$ cat config.mk
export PLATFORM = sky130hd
export DESIGN_NAME = square_iter
export DESIGN_NICKNAME = d
export VERILOG_FILES = /design/src/rtl/square_iter.sv
export SDC_FILE = /design/constraint.sdc
export NUM_CORES = 1
export LEC_CHECK = 0
export ABC_AREA = 1
export ABC_CLOCK_PERIOD_IN_PS = 2100
export CORE_AREA = 3 3 57 59
export CTS_CLUSTER_DIAMETER = 40
export DETAILED_ROUTE_END_ITERATION = 8
export DIE_AREA = 0 0 60 62
export HOLD_SLACK_MARGIN = 0.05
export PLACE_DENSITY = 0.78
export SLEW_MARGIN = 25
export SYNTH_ARGS = -nofsm -noshare
export SYNTH_HDL_FRONTEND = slang
export SYNTH_SLANG_ARGS = --single-unit
$ cat constraint.sdc
create_clock -name clk -period 2.1 [get_ports clk]
set_input_delay 0.63 -clock clk [delete_from_list [all_inputs] [get_ports clk]]
set_output_delay 0.63 -clock clk [all_outputs]
set_load 0.05 [all_outputs]
$ cat src/rtl/square_iter.sv
// Iterative shift-and-add squarer: one root bit per cycle, MSB first, val/rdy in and out.
// Optional SQUARE_ADDEND_EN adds recv_add to the square on completion (radicand rebuild).
module square_iter #(
  parameter int BIT_WIDTH = 8
) (
  input  logic                   clk,
  input  logic                   reset,
  input  logic [BIT_WIDTH/2-1:0] recv_msg,
`ifdef SQUARE_ADDEND_EN
  input  logic [BIT_WIDTH/2:0]   recv_add,
`endif
  input  logic                   recv_val,
  output logic                   recv_rdy,
  output logic [BIT_WIDTH-1:0]   send_msg,
  output logic                   send_val,
  input  logic                   send_rdy
);

  localparam int ITER  = BIT_WIDTH / 2;
  localparam int CNT_W = $clog2(ITER + 1);

  typedef enum logic [1:0] {
    IDLE = 2'd0,
    CALC = 2'd1,
    DONE = 2'd2
  } state_t;

  state_t               state, state_nx;
  logic [ITER-1:0]      q_r;
  logic [ITER-1:0]      qs_r;
  logic [CNT_W-1:0]     i_r;
  logic [BIT_WIDTH-1:0] acc_r;
  logic [BIT_WIDTH-1:0] result_r;
  logic [ITER:0]        addend;
  logic                 calc_fin;

`ifdef SQUARE_ADDEND_EN
  logic [ITER:0]        add_r;
  assign addend = add_r;
`else
  assign addend = '0;
`endif

  // One shift-and-add step; the zero-extended root is added when the current root bit is set.
  function automatic logic [BIT_WIDTH-1:0] sq_step(input logic [BIT_WIDTH-1:0] acc,
                                                    input logic [ITER-1:0]      q,
                                                    input logic                 bit_v);
    logic [BIT_WIDTH-1:0] pp;
    pp = bit_v ? BIT_WIDTH'(q) : '0;
    return (acc << 1) + pp;
  endfunction

  // Final addition wraps modulo 2^BIT_WIDTH.
  function automatic logic [BIT_WIDTH-1:0] add_wrap(input logic [BIT_WIDTH-1:0] acc,
                                                     input logic [ITER:0]        add);
    return acc + BIT_WIDTH'(add);
  endfunction

  // After ITER steps one finalize cycle moves acc (+ addend) into the result register.
  assign calc_fin = (i_r == CNT_W'(ITER));

  always_ff @(posedge clk) begin
    if (reset) begin
      state <= IDLE;
    end else begin
      state <= state_nx;
    end
  end

  always_comb begin
    state_nx = state;
    recv_rdy = 1'b0;
    send_val = 1'b0;
    case (state)
      IDLE: begin
        recv_rdy = 1'b1;
        if (recv_val) state_nx = CALC;
      end
      CALC: begin
        if (calc_fin) state_nx = DONE;
      end
      DONE: begin
        send_val = 1'b1;
        if (send_rdy) state_nx = IDLE;
      end
      default: state_nx = IDLE;
    endcase
  end

  // qs_r is a left-shifting copy of q so its MSB is always the root bit for the current step.
  always_ff @(posedge clk) begin
    if (reset) begin
      q_r      <= '0;
      qs_r     <= '0;
      i_r      <= '0;
      acc_r    <= '0;
      result_r <= '0;
`ifdef SQUARE_ADDEND_EN
      add_r    <= '0;
`endif
    end else begin
      case (state)
        IDLE: begin
          if (recv_val) begin
            q_r   <= recv_msg;
            qs_r  <= recv_msg;
            i_r   <= '0;
            acc_r <= '0;
`ifdef SQUARE_ADDEND_EN
            add_r <= recv_add;
`endif
          end
        end
        CALC: begin
          if (calc_fin) begin
            result_r <= add_wrap(acc_r, addend);
          end else begin
            acc_r <= sq_step(acc_r, q_r, qs_r[ITER-1]);
            qs_r  <= qs_r << 1;
            i_r   <= i_r + CNT_W'(1);
          end
        end
        default: ;
      endcase
    end
  end

  assign send_msg = result_r;

endmodule

==> images/layers.png <==
Scale bar: 20 microns.
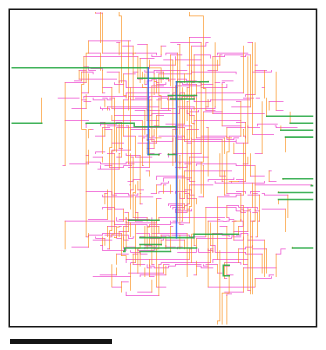
Green is M3, wire length 180 microns. Blue is M4, wire length 47.6 microns. Magenta is M1, wire length 1200 microns. Orange is M2, wire length 1400 microns.
Avg WL per Cell: 12.6 microns
Detailed Route WL: 2820 microns
GRT Overall Usage: 17.4%
number of vias in the routed layout: 1160

==> images/ff_map.png <==
Scale bar: 20 microns. Other sequential cells in the stronger gray, the rest of the logic in the fainter gray.
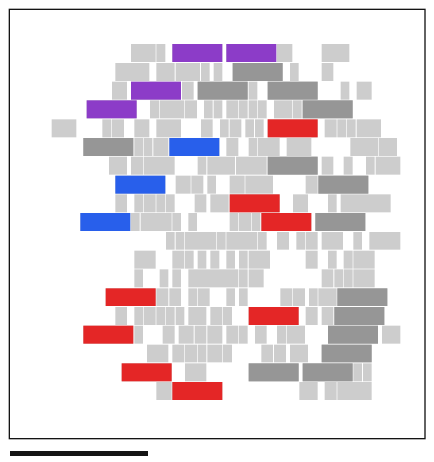
Purple is qs_r, placed flops 4, where top middle. Blue is i_r, placed flops 3. Red is acc_r, placed flops 8.
Another 14 sequential cells are not colored.
storage element area: 581 sq um
flip-flop and latch power: 578 uW
post-layout utilization of the core: 57.6%
sequential share of cell area: 36.5%

==> results.tsv <==
metric	value	unit
outcome	finished clean	
regToRegSetupSlack	0.30	ns
io_buffers	17	
cts.path.max_buffers	2	
part_of_the_power_in_the_clock_network	36.1	%
remaining_antenna_violation_count	0	
syn-mean-instance-area	7.78	sq um
syn_to_final_growth	18.0	%
net_count_of_the_mapped_netlist	187	
cts-buffers-inserted	5	
vias_per_cell	5.16	
clock_tree.root_cell	sky130_fd_sc_hd__clkbuf_4	
drcViolationCount	0	
drive_gt1_share	17.5	%
num_antenna_cells	0	
post-layout-total-power	1.08	mW
power.share.sequential	53.6	%
setup_crit_start_kind	flop	
rsz0062_at_grt	false	
synth-async-reset-ratio	0	%
cts_sinks	29	
die_h	62	microns
multi_input_comb_area	637	sq um
dpl_cell_area	1520	sq um
post_synth_mux_area_share	0	%
dr.pass1.iters	4	
tritoncts	yes	
hold_end	acc_r[7]	
worstHoldStart	acc_r[7]	
p_sw	280	uW
layout_top_cell_excl_fill_tap	sky130_fd_sc_hd__nand2_1	
worstSetupEndpointType	primary output	
most_instantiated_logic_cells_after_routing	sky130_fd_sc_hd__nand2_1 (35), sky130_fd_sc_hd__dfxtp_1 (29), sky130_fd_sc_hd__inv_1 (19), sky130_fd_sc_hd__a21oi_1 (15), sky130_fd_sc_hd__nor2_1 (13)	
vdd_drop_max	0.583	mV
synth-cells-yosys	173	
netSwitchingFraction	25.9	%
final-setup-viol-count	0	
finalHoldViolCount	0	
stage_log_warnings	27	
critPathMaxStageDelay	0.45	ns
synth_chip_area	1350	sq um
critical_path.reg2reg.endpoint	acc_r[7]	
cp_data_arrival_time	1.22	ns
layout_setup_ws	0.246	ns
post_cts_setup_buffer_count	0	
slew_violations	0	
ff_latch_count_synth	29	
fp.dieArea	3720	sq um
synthesized_area_fraction_occupied_by_xor_and_xnor_cells	0	%
worstSetupPathType	reg -> out	
static-leakage-power	0.739	nW
grt_first_pass_wirelength	4790	microns
grt.overflow.total	0	
fp_util	48.8	%
clk_pin_slew	0.09	ns
dp.cells	217	
cp_data_required_time	1.47	ns
max-cap-violations	0	
slowest_stage	sky130_fd_sc_hd__dfxtp_1	
worstSkewPairLatency	0.33	ns
holdCritPathClass	reg -> reg	
gp_congestion	0.793	
worstReg2RegStart	qs_r[3]	
reg2regPathDepth	12	
hpwlAfterDp	2060	microns
yosysWarnings	0	
ys_sh_aoi	15.3	%
first_global_vias	1096	
critical_path.max_fanout	4	
flop_cell	sky130_fd_sc_hd__dfxtp_1	
final-instance-count-excl-fill	225	
die_w	60	microns
worstPathCellList	inv_1 > nor2_1 > buf_12	
h-tree-depth	2	
fill_cells	240	
io_pins	18	
synthSimpleGateAreaFrac	25.8	%
==> images/class_map.png <==
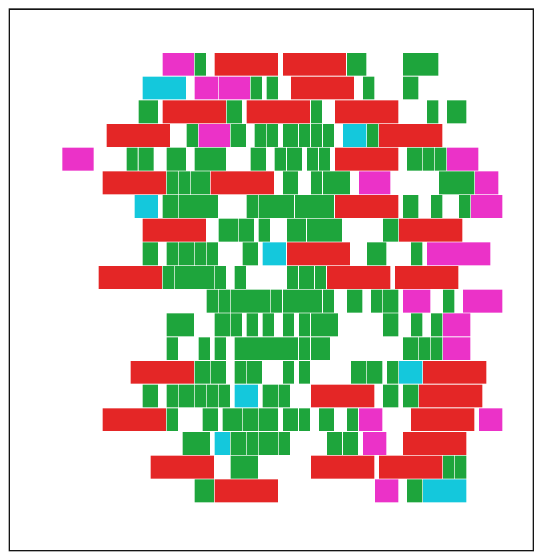
Cyan is clock drivers and dummy loads, cells 8, share of their area 4.5%. Magenta is remaining buffers and delay cells, cells 18, share of their area 11%. Green is remaining logic cells, cells 139, share of their area 47%. Red is registers, cells 29, share of their area 37%.
placement row count: 19
core footprint: 2760 sq um
post-route cell area: 1590 sq um

==> images/route_heat.png <==
Scale bar: 20 microns. The die is cut into 12 by 12 equal tiles; dark blue is low, red is high, scaled to the fullest tile. Values are wire area over tile area, all layers added.
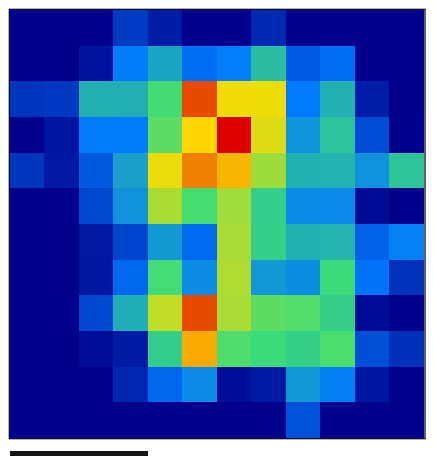
The fullest tile reaches 0.50. 30% of the tiles are nearly empty. 18% of the tiles are over half the peak. The mean over all tiles is 0.12. The densest ninth of the die: middle.

## Yosys cell counts, drive strengths merged (2+ instances only)
master	number	area, sq um
clkbuf	2	8.75
nor2	15	66.3
nand2	43	196
ha	5	62.6
dfxtp	29	581
o21ai	13	65.1
buf	3	31.3
nand4	2	12.5
a31oi	2	12.5
nand3	11	55.1
inv	23	88.8
a21oi	20	119
## state kept, by name (all words and copies together) (netlist names)
register,count
i_r,3
qs_r,4
q_r,4
send_msg,8
state,2
acc_r,8
## power by group through the flow
stage	Sequential (mW)	Combinational (mW)	Clock, mW
after global placement	0.590	0.106	0
final	0.578	0.111	0.390
after floorplan	0.589	0.0806	0
after global routing	0.581	0.122	0.414
after CTS	0.578	0.111	0.392
after detailed placement	0.591	0.110	0
## critical path, delay by kind of cell (launching register included)
kind	cells	cell delay (ns)
flops	1	0.45
simple gates	1	0.21
buf+inv	2	0.23
## how the worst max path moves through the flow
stage | cells after the start | slack [ns] | to | start
5_1_grt | 3 | 0.14 | send_val | state[1]
4_1_cts | 1 | 0.008 | send_msg[0] | send_msg[0]
3_3_place_gp | 1 | 0.37 | send_msg[7] | send_msg[7]
6_report | 3 | 0.25 | send_val | state[1]
2_1_floorplan | 2 | 0.35 | send_val | state[1]
3_5_place_dp | 4 | 0.33 | send_msg[3] | reset
## final cells by class
class                           count  area share (%)
Tap cell                           31            2.44
Inverter                           23            5.59
Multi-Input combinational cell    116            40.1
Timing Repair Buffer               18            10.9
Clock inverter                      1           0.315
Sequential cell                    29            36.5
Clock buffer                        7            4.09
## layer usage
layer	global-route usage, %	part of all wire (%)
met4	6.65	1.7
met2	29.0	49
met1	20.6	42
met3	6.20	6.4
met5	0	0
## timing repair
item	CTS	global route
endpoints found under the setup margin	3	1
gates resized	3	1
pin swaps	0	0
Power and IR drop assume default switching activity.
